$ cat src/rtl/instr_adder_meas_ctrl.sv
// ---------------------------------------------------------------------------
// instr_adder_meas_ctrl
//
// Measurement sequencer for the instrumented Brent-Kung adder. A single
// measurement runs IDLE -> LOAD -> SETTLE -> RUN -> DRAIN -> DONE:
//   - The operands and a one-hot bit mask are captured and presented to the adder.
//   - After a settle period the ring path is enabled for window_len cycles.
//   - Rising edges of chain_out are counted during RUN and DRAIN, so firmware
//     can derive the carry-chain delay from the count.
//
// Optional feature macro: INSTR_ADDER_MEAS_TIMEOUT_EN
//   When defined, an 8-bit stall counter aborts RUN into DRAIN after 255
//   consecutive RUN cycles with no counted edge. It also raises the sticky
//   'timeout' output, which is cleared on accept.
//
// Ports:
//   wb_clk_i            system clock (only clock)
//   wb_rst_i            synchronous active-high reset
//   start               level request, accepted only in IDLE
//   mode                0 = ring mode, 1 = external-drive mode
//   bit_sel             adder bit index to exercise
//   window_len          RUN length in cycles (0 treated as 1)
//   a_operand/b_operand operands captured on accept
//   chain_out           adder carry-chain output, asynchronous
//   a_input/b_input     registered operands to the adder
//   a_input_ring_bit_b  one-hot ring-path mask (mode 0)
//   a_input_ext_bit_b   one-hot external-drive mask (mode 1)
//   ring_en             high only in RUN
//   busy                high from LOAD through DRAIN
//   done                one-cycle pulse in DONE
//   count               edge count, held until the next accept
//   overflow            sticky saturation flag, cleared on accept
//   timeout             (optional) sticky stall-abort flag
// ---------------------------------------------------------------------------
module instr_adder_meas_ctrl #(
  parameter int COUNT_W    = 32,
  parameter int WINDOW_W   = 16,
  parameter int SETTLE_CYC = 4,
  parameter int DRAIN_CYC  = 3
) (
  input  logic                wb_clk_i,
  input  logic                wb_rst_i,
  input  logic                start,
  input  logic                mode,
  input  logic [4:0]          bit_sel,
  input  logic [WINDOW_W-1:0] window_len,
  input  logic [31:0]         a_operand,
  input  logic [31:0]         b_operand,
  input  logic                chain_out,
`ifdef INSTR_ADDER_MEAS_TIMEOUT_EN
  output logic                timeout,
`endif
  output logic [31:0]         a_input,
  output logic [31:0]         b_input,
  output logic [31:0]         a_input_ring_bit_b,
  output logic [31:0]         a_input_ext_bit_b,
  output logic                ring_en,
  output logic                busy,
  output logic                done,
  output logic [COUNT_W-1:0]  count,
  output logic                overflow
);

  localparam logic [2:0] S_IDLE   = 3'd0;
  localparam logic [2:0] S_LOAD   = 3'd1;
  localparam logic [2:0] S_SETTLE = 3'd2;
  localparam logic [2:0] S_RUN    = 3'd3;
  localparam logic [2:0] S_DRAIN  = 3'd4;
  localparam logic [2:0] S_DONE   = 3'd5;

  localparam logic [WINDOW_W-1:0] SETTLE_LOAD = WINDOW_W'(SETTLE_CYC - 1);
  localparam logic [WINDOW_W-1:0] DRAIN_LOAD  = WINDOW_W'(DRAIN_CYC - 1);

  logic [2:0]          r_state;
  logic [WINDOW_W-1:0] r_timer;
  logic [WINDOW_W-1:0] r_winLen;
  logic                r_sync1;
  logic                r_sync2;
  logic                r_hist;
`ifdef INSTR_ADDER_MEAS_TIMEOUT_EN
  logic [7:0]          r_stall;
`endif

  logic                w_rise;
  logic                w_countEn;
  logic [31:0]         w_mask;

  // A rising edge is a synchronized 1 whose previous sample was 0. Edges
  // are still accepted in DRAIN so the synchronizer pipeline can empty.
  assign w_rise    = r_sync2 & ~r_hist;
  assign w_countEn = (r_state == S_RUN) || (r_state == S_DRAIN);
  assign w_mask    = 32'd1 << bit_sel;

  // busy drops in DONE so it falls in the same cycle that done pulses.
  assign ring_en = (r_state == S_RUN);
  assign done    = (r_state == S_DONE);
  assign busy    = (r_state != S_IDLE) && (r_state != S_DONE);

  always_ff @(posedge wb_clk_i) begin
    if (wb_rst_i) begin
      r_state            <= S_IDLE;
      r_timer            <= '0;
      r_winLen           <= '0;
      r_sync1            <= 1'b0;
      r_sync2            <= 1'b0;
      r_hist             <= 1'b0;
      a_input            <= '0;
      b_input            <= '0;
      a_input_ring_bit_b <= '0;
      a_input_ext_bit_b  <= '0;
      count              <= '0;
      overflow           <= 1'b0;
`ifdef INSTR_ADDER_MEAS_TIMEOUT_EN
      r_stall            <= '0;
      timeout            <= 1'b0;
`endif
    end else begin
      // The history flop follows the synchronizer in every state, so an
      // edge already seen in SETTLE is not counted again on RUN entry.
      r_sync1 <= chain_out;
      r_sync2 <= r_sync1;
      r_hist  <= r_sync2;

      case (r_state)
        S_IDLE: begin
          // The operands and masks are captured straight into the output
          // registers, so they are already valid during LOAD.
          if (start) begin
            a_input            <= a_operand;
            b_input            <= b_operand;
            a_input_ring_bit_b <= mode ? 32'd0 : w_mask;
            a_input_ext_bit_b  <= mode ? w_mask : 32'd0;
            r_winLen           <= (window_len == '0) ? WINDOW_W'(1) : window_len;
            count              <= '0;
            overflow           <= 1'b0;
`ifdef INSTR_ADDER_MEAS_TIMEOUT_EN
            timeout            <= 1'b0;
`endif
            r_state            <= S_LOAD;
          end
        end
        S_LOAD: begin
          r_timer <= SETTLE_LOAD;
          r_state <= S_SETTLE;
        end
        S_SETTLE: begin
          if (r_timer == '0) begin
            r_timer <= r_winLen - 1'b1;
`ifdef INSTR_ADDER_MEAS_TIMEOUT_EN
            r_stall <= '0;
`endif
            r_state <= S_RUN;
          end else begin
            r_timer <= r_timer - 1'b1;
          end
        end
        S_RUN: begin
`ifdef INSTR_ADDER_MEAS_TIMEOUT_EN
          // A count of 254 with no edge in this cycle completes 255 idle
          // RUN cycles, so the ring is treated as dead.
          if (w_rise) begin
            r_stall <= '0;
          end else begin
            r_stall <= r_stall + 1'b1;
          end
`endif
          if (r_timer == '0) begin
            r_timer <= DRAIN_LOAD;
            r_state <= S_DRAIN;
`ifdef INSTR_ADDER_MEAS_TIMEOUT_EN
          end else if (!w_rise && (r_stall == 8'd254)) begin
            r_timer <= DRAIN_LOAD;
            timeout <= 1'b1;
            r_state <= S_DRAIN;
`endif
          end else begin
            r_timer <= r_timer - 1'b1;
          end
        end
        S_DRAIN: begin
          if (r_timer == '0) begin
            r_state <= S_DONE;
          end else begin
            r_timer <= r_timer - 1'b1;
          end
        end
        S_DONE: begin
          r_state <= S_IDLE;
        end
        default: begin
          r_state <= S_IDLE;
        end
      endcase

      // Counting is disjoint from IDLE, where the accept clears the count.
      // An edge that arrives at all-ones leaves the count saturated and
      // marks the result as overflowed.
      if (w_countEn && w_rise) begin
        if (&count) begin
          overflow <= 1'b1;
        end else begin
          count <= count + 1'b1;
        end
      end
    end
  end

endmodule

$ cat config.mk
export PLATFORM = sky130hd
export DESIGN_NAME = instr_adder_meas_ctrl
export DESIGN_NICKNAME = d
export VERILOG_FILES = /design/src/rtl/instr_adder_meas_ctrl.sv
export SDC_FILE = /design/constraint.sdc
export NUM_CORES = 1
export LEC_CHECK = 0
export CORE_ASPECT_RATIO = 0.75
export CORE_MARGIN = 4
export CORE_UTILIZATION = 40
export DETAILED_ROUTE_END_ITERATION = 12
export MAX_ROUTING_LAYER = met4
export PLACE_DENSITY_LB_ADDON = 0.1
export RECOVER_POWER = 100
export SLEW_MARGIN = 20
export SYNTH_ARGS = -nofsm -noshare
export SYNTH_HDL_FRONTEND = slang
export SYNTH_SLANG_ARGS = --single-unit
export TNS_END_PERCENT = 1
$ cat constraint.sdc
create_clock -name wb_clk_i -period 2.65 [get_ports wb_clk_i]
set_input_delay 0.6625 -clock wb_clk_i [delete_from_list [all_inputs] [get_ports wb_clk_i]]
set_output_delay 0.6625 -clock wb_clk_i [all_outputs]
set_load 0.05 [all_outputs]
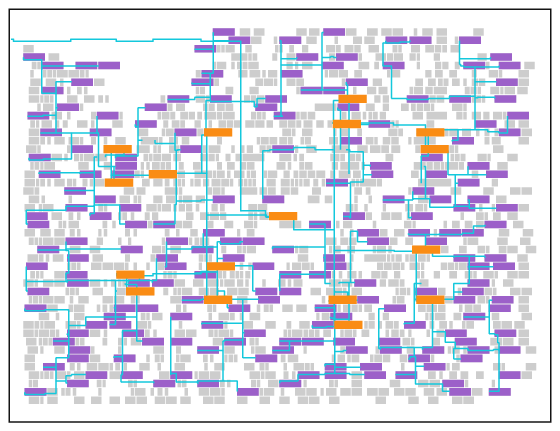
(run_1/clk_routes.png)
legend:
  flip-flops:
    color: purple
    count: 199
  clock drivers:
    color: orange
    count: 17
  clock wires:
    color: cyan
    length: 2500 µm
flops lie: all over the die
routed clock nets: 18
Clock group: 2.68 mW
Latency at later pin: 440 ps

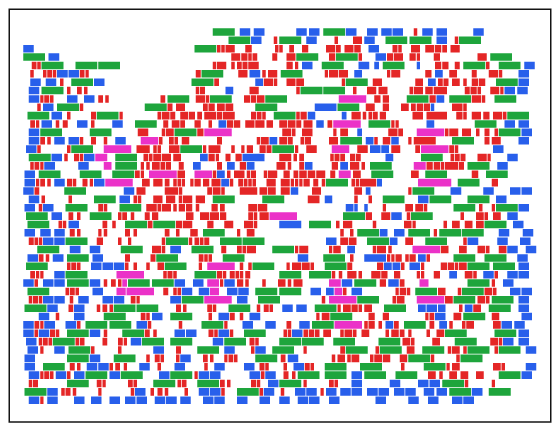
(run_1/placement_by_type.png)
legend:
  flops:
    color: green
    cells: 199
    share_of_their_area: 34%
  other buffers and delay cells:
    color: blue
    cells: 301
    share_of_their_area: 25%
  clock drivers and dummy loads:
    color: magenta
    cells: 32
    share_of_their_area: 5.2%
  combinational and other logic:
    color: red
    cells: 767
    share_of_their_area: 36%
flop share of the area: 33.10%
core area: 20440 µm²
Row Count: 45

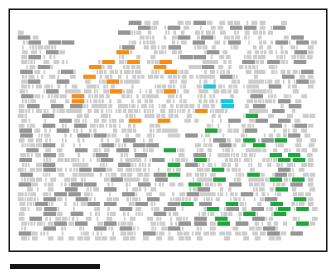
(run_1/flops_by_reg.png)
The bar under the picture is 50 µm long.
legend:
  a_input_ext_bit_b:
    color: green
    placed_flops: 32
  r_state:
    color: cyan
    placed_flops: 3
  r_timer:
    color: orange
    placed_flops: 16
final core occ: 58.88%
P_seq: 3.40 mW
Register Area: 3984 µm²

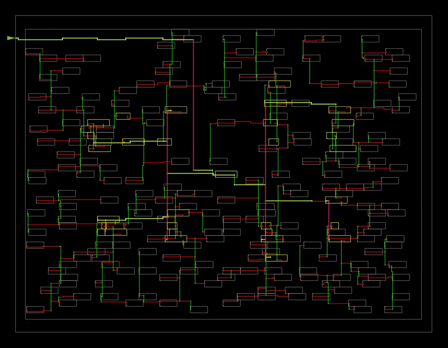
(run_1/clocks.png)
Clock Skew: 11.55 ps
registers: 199

==> impl_metrics.tcl, run 1 <==
# collected from the flow reports
set metrics [dict create \
    critPathKind "reg -> reg" \
    routed_wl_mm 25.93 \
    slew_headroom_pct -46.20 \
    top_layer "met4" \
    ys_ff 199 \
    xor_share_pct 4.564 \
    ir_worst_vdd_v 0.0004462 \
    pwr-share-comb_pct 36.2 \
    hold_end "b_input[11]" \
    clkTransAtPathRegs_ps 80 \
    worstSetupStartpoint "r_timer[0]" \
    vias 8357 \
    tns_ps 0 \
    cts_buffers 17 \
    slew_viol_final 109 \
    grtUsageMet3_pct 6.298 \
    clock-sinks 199 \
    violations "max-capacitance violations, max-slew violations" \
    path_delay_family "simple AND/OR/NAND/NOR gates" \
    grt_max_degree 109 \
    overflow 0 \
    status "complete, but fails checks" \
    ctsRootBufferMaster "clkbuf_16" \
    logic_gate_count 755 \
    cap_violations 1 \
    yosys.area.top_type "dfxtp_1" \
    placed_area_um2 11490 \
]
==> run_1/sizes.png <==
The bar under the picture is 50 µm long.
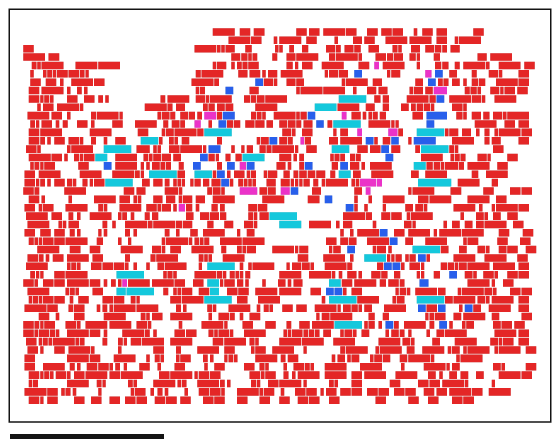

## Run 2: what changed since run 1
ABC_AREA = 1   (was unset)
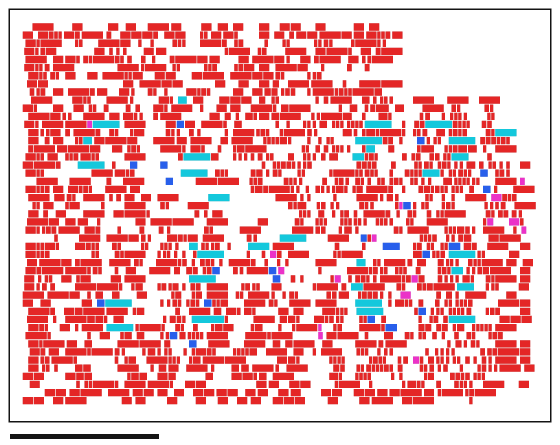
(run_2/sizes.png)
The bar under the picture is 50 µm long.
legend:
  _3 and _4 cells:
    color: blue
    cells: 22
    share: 1.4%
    most_used: buf_4
  _2 cells:
    color: magenta
    cells: 16
    share: 1.0%
    most_used: nor2_2
  _6 and larger:
    color: cyan
    cells: 32
    share: 2.1%
    most_used: clkbuf_16
  _0 and _1 cells:
    color: red
    cells: 1481
    share: 95%
    most_used: nor2_1
Non-CTS buffers: 275
Final Cell Area: 12370 µm²
area grow syn2layout: 38.06%
worst setup margin: 131.8 ps

==> impl_metrics.tcl, run 2 <==
# collected from the flow reports
set metrics [dict create \
    clock-sinks 199 \
    status "complete, but fails checks" \
    core_um2 22050 \
    clock_insertion_delay_worst_skew_ps 440 \
    routed_wl_mm 28.27 \
    cap_violations 1 \
    ctsRootBufferMaster "clkbuf_16" \
    pg_clk_mw 2.70 \
    path_delay_family "buffers and inverters" \
    grtUsageMet3_pct 8.208 \
    hold_end "r_sync2" \
    slew_viol_final 99 \
    critPathKind "reg -> out" \
    ys_ff 199 \
    top_layer "met4" \
    placed_area_um2 11810 \
    post-route-util_pct 56.09 \
    skew_ps 11.79 \
    tns_ps 0 \
    clkTransAtPathRegs_ps 70 \
    seq_cells 199 \
    vias 9216 \
    violations "max-capacitance violations, max-slew violations" \
    slew_headroom_pct -38.98 \
    grt_max_degree 99 \
    flop_area_um2 3984 \
]
==> run_2/clk_routes.png <==
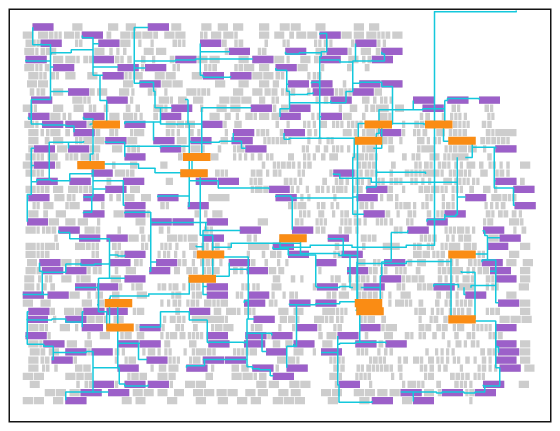

## Run 3: what changed since run 2
SETUP_SLACK_MARGIN = 0.05   (was unset)
SKIP_LAST_GASP = 1   (was unset)
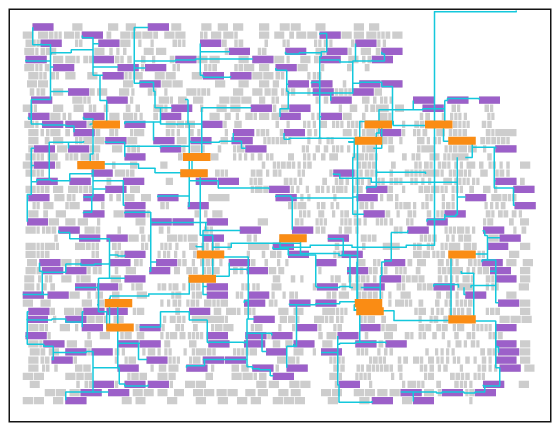
(run_3/clk_routes.png)
legend:
  flip-flops:
    color: purple
    count: 199
  clock wires:
    color: cyan
    length: 2630 µm
  clock drivers:
    color: orange
    count: 17
flops lie: all over the die
Clock Skew: 11.00 ps
clock network fraction of total power: 23.4%
Clock group: 2.70 mW

==> impl_metrics.tcl, run 3 <==
# collected from the flow reports
set metrics [dict create \
    area_growth_syn_to_layout_pct 38.06 \
    clock-sinks 199 \
    ys_ff 199 \
    simple_gate_share_pct 32.61 \
    worstReg2RegEnd "count[12]" \
    final_area_um2 12370 \
    flop_area_um2 3984 \
    ctsRootBufferMaster "clkbuf_16" \
    grtUsageMet1_pct 30.05 \
    grtUsageMet3_pct 8.208 \
    clock_insertion_delay_worst_skew_ps 440 \
    yosys.cell_count.top_type "nor2_1" \
    worstPathMaxFanout 7 \
    fin_ws_ps 134.7 \
    slew_headroom_pct -38.85 \
    clkTransAtPathRegs_ps 70 \
    seq_cells 199 \
    crit_chain "dlygate4sd3_1" \
    post-route-util_pct 56.09 \
    arrival_ps 1850 \
    power_leader "combinational cells" \
    critPathKind "reg -> out" \
    placed_area_um2 11810 \
    pwr-share-comb_pct 44.8 \
    violations "max-capacitance violations, max-slew violations" \
    tns_ps 0 \
    core_um2 22050 \
    hold_end "r_sync2" \
    status "complete, but fails checks" \
    gp_congestion 0.9331 \
    path_delay_family "buffers and inverters" \
    drc 0 \
    cap_violations 1 \
    clkCellAreaFrac_pct 4.866 \
    routed_wl_mm 28.28 \
    num-nonclk-buffers 275 \
    vias 9232 \
    slew_viol_final 99 \
    fp_nets 1400 \
]
Power figures rest on the tool's default switching activity, not on a simulated workload.
